`config.mk`:
```
export PLATFORM = sky130hd
export DESIGN_NAME = rvfi_dmem_responder
export DESIGN_NICKNAME = d
export VERILOG_FILES = /design/src/rtl/rvfi_dmem_responder.sv
export SDC_FILE = /design/constraint.sdc
export NUM_CORES = 2
export LEC_CHECK = 0
export ABC_AREA = 1
export CELL_PAD_IN_SITES_DETAIL_PLACEMENT = 1
export CELL_PAD_IN_SITES_GLOBAL_PLACEMENT = 1
export CORE_ASPECT_RATIO = 1.5
export CORE_MARGIN = 5
export CORE_UTILIZATION = 40
export DETAILED_ROUTE_END_ITERATION = 12
export PLACE_DENSITY_LB_ADDON = 0.08
export RECOVER_POWER = 50
export SYNTH_ARGS = -nofsm -noshare
export SYNTH_HDL_FRONTEND = slang
export SYNTH_SLANG_ARGS = --single-unit
export TNS_END_PERCENT = 5
```
`constraint.sdc`:
```
create_clock -name clk -period 5.85 [get_ports clk]
set_input_delay 0.585 -clock clk [delete_from_list [all_inputs] [get_ports clk]]
set_output_delay 0.585 -clock clk [all_outputs]
set_load 0.005 [all_outputs]
```
`src/rtl/rvfi_dmem_responder.sv`:
```
// rvfi_dmem_responder: behavioural data memory with stallable fixed latency and an RVFI-style memory trace
module rvfi_dmem_responder #(
    parameter int XLEN       = 32,
    parameter int DEPTH_LOG2 = 6,
    parameter int LATENCY    = 2
) (
    input  logic              clk,
    input  logic              resetn,
    input  logic              mem_valid,
    input  logic [XLEN-1:0]   mem_addr,
    input  logic [XLEN-1:0]   mem_wdata,
    input  logic [XLEN/8-1:0] mem_wstrb,
    input  logic              stall,
    output logic              mem_ready,
    output logic [XLEN-1:0]   mem_rdata,
    output logic              trc_valid,
    output logic [7:0]        trc_order,
    output logic [XLEN-1:0]   trc_addr,
    output logic [XLEN/8-1:0] trc_rmask,
    output logic [XLEN/8-1:0] trc_wmask,
    output logic [XLEN-1:0]   trc_rdata,
    output logic [XLEN-1:0]   trc_wdata
);
    localparam int NB    = XLEN / 8;
    localparam int OFF   = $clog2(NB);
    localparam int DEPTH = 1 << DEPTH_LOG2;

    typedef enum logic [1:0] {S_IDLE, S_WAIT, S_RESP} state_t;

    state_t                state_q, state_d;
    logic [3:0]            cnt_q, cnt_d;
    logic [XLEN-1:0]       addr_q, addr_d;
    logic [XLEN-1:0]       wdata_q, wdata_d;
    logic [NB-1:0]         wstrb_q, wstrb_d;
    logic [7:0]            order_q;
    logic [DEPTH-1:0]      written_q;
    logic [XLEN-1:0]       mem_q [DEPTH];
    logic [DEPTH_LOG2-1:0] idx;
    logic [XLEN-1:0]       word;
    logic [XLEN-1:0]       lane_bits;
    logic                  resp;
    logic                  is_load;

    assign idx     = addr_q[OFF +: DEPTH_LOG2];
    assign word    = written_q[idx] ? mem_q[idx] : '0;
    assign resp    = state_q == S_RESP;
    assign is_load = wstrb_q == '0;

    for (genvar g = 0; g < NB; g++) begin : g_lane
        assign lane_bits[g*8 +: 8] = {8{wstrb_q[g]}};
    end

    assign mem_ready = resp;
    assign mem_rdata = (resp && is_load) ? word : '0;

    // Request latching, latency countdown with stall freeze, and abort on dropped valid
    always_comb begin
        state_d = state_q;
        cnt_d   = cnt_q;
        addr_d  = addr_q;
        wdata_d = wdata_q;
        wstrb_d = wstrb_q;
        case (state_q)
            S_IDLE: begin
                if (mem_valid) begin
                    addr_d  = mem_addr;
                    wdata_d = mem_wdata;
                    wstrb_d = mem_wstrb;
                    cnt_d   = 4'(LATENCY);
                    state_d = (LATENCY == 0) ? S_RESP : S_WAIT;
                end
            end
            S_WAIT: begin
                if (!mem_valid) begin
                    state_d = S_IDLE;
                end else if (!stall) begin
                    cnt_d   = cnt_q - 4'd1;
                    state_d = (cnt_q == 4'd1) ? S_RESP : S_WAIT;
                end
            end
            S_RESP:  state_d = S_IDLE;
            default: state_d = S_IDLE;
        endcase
    end

    // Control state, written flags, order counter and registered trace record
    always_ff @(posedge clk or negedge resetn) begin
        if (!resetn) begin
            state_q   <= S_IDLE;
            cnt_q     <= '0;
            addr_q    <= '0;
            wdata_q   <= '0;
            wstrb_q   <= '0;
            order_q   <= '0;
            written_q <= '0;
            trc_valid <= 1'b0;
            trc_order <= '0;
            trc_addr  <= '0;
            trc_rmask <= '0;
            trc_wmask <= '0;
            trc_rdata <= '0;
            trc_wdata <= '0;
        end else begin
            state_q   <= state_d;
            cnt_q     <= cnt_d;
            addr_q    <= addr_d;
            wdata_q   <= wdata_d;
            wstrb_q   <= wstrb_d;
            trc_valid <= resp;
            if (resp) begin
                order_q   <= order_q + 8'd1;
                trc_order <= order_q;
                trc_addr  <= addr_q & ~XLEN'(NB - 1);
                trc_rmask <= is_load ? '1 : '0;
                trc_wmask <= wstrb_q;
                trc_rdata <= is_load ? word : '0;
                trc_wdata <= wdata_q & lane_bits;
                if (!is_load) written_q[idx] <= 1'b1;
            end
        end
    end

    // Lane-merged store; unwritten words merge against zero so stale array contents never leak
    always_ff @(posedge clk) begin
        if (resp && !is_load) mem_q[idx] <= (wdata_q & lane_bits) | (word & ~lane_bits);
    end
endmodule

```
Figure 1. Placed standard cells.
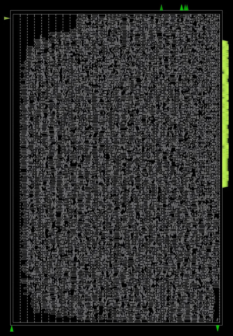
Core ar.: 0.2398 mm2
Seq area share: 61.80%

Figure 2. Pin placement.
Pins as bars across the die edge, other pins in gray.
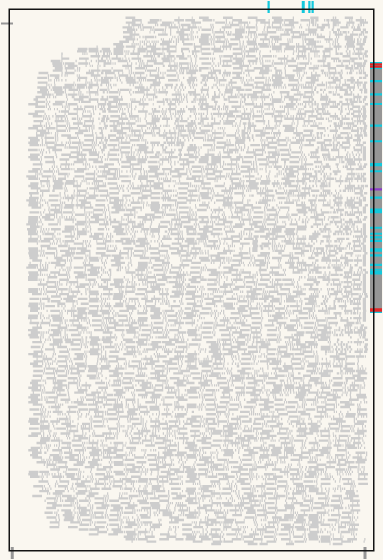
color	port	pins	direction	edge
cyan	trc_wdata	32	output	27 right, 5 top
purple	mem_ready	1	output	right
red	trc_wmask	4	output	right
all pins by edge	208 right, 5 top, 4 bottom, 1 left
width of the chip: 410.9 um
die y size: 611.3 um
port bufs: 213

==> impl_metrics.csv <==
group,metric,value,unit
sta,period_needed,5736,ps
synth,yosysCellCount,9635,
drt,met2RoutedLength,159.6,mm
pwr,p_sw,11.16,mW
die,num_tap_cells,3219,
setup_path,cpPeakStageDelay,1390,ps
sta,worst_clock_skew,53.54,ps
layout,fillers,26338,
status,status,"finished with violations",
sta,slew_violations,677,
setup_path,cp.depth,7,
clock_tree,clock-sinks,2300,
pwr,vdd_drop_max,256.9,uV
placed_design,placed_area,0.1030,mm2
global_route,antenna_found_initial,8,
sta,hold_viol,0,
synth,ys_sh_aoi,0.8137,%
sta,rsz0062_at_grt,"yes",
pwr,swShare,28.42,%
sta,fmax,0.1743,GHz
layout,nets,9884,
flow_run,maxCapViolCount,18,
setup_path,crit_chain,"nor2_1 -> inv_4 -> nor2_1 -> clkbuf_1 -> nand2_1 -> nor2_1 -> buf_4",
status,violations,"max-capacitance violations, max-slew violations",
Figure 3. Port wiring.
Drawn at 1 px/um.
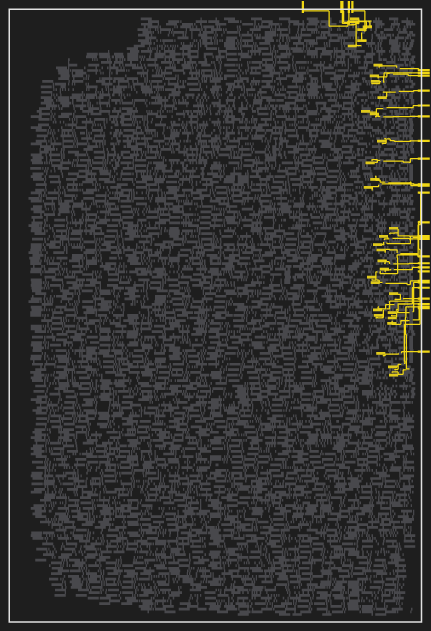
color	port	bits	direction	end cells	buffers	wire
yellow	trc_wdata	32	output	32	32	1830 um
Boundary Pins: 218

No activity file was given, so power comes from the tool's default toggle rates.
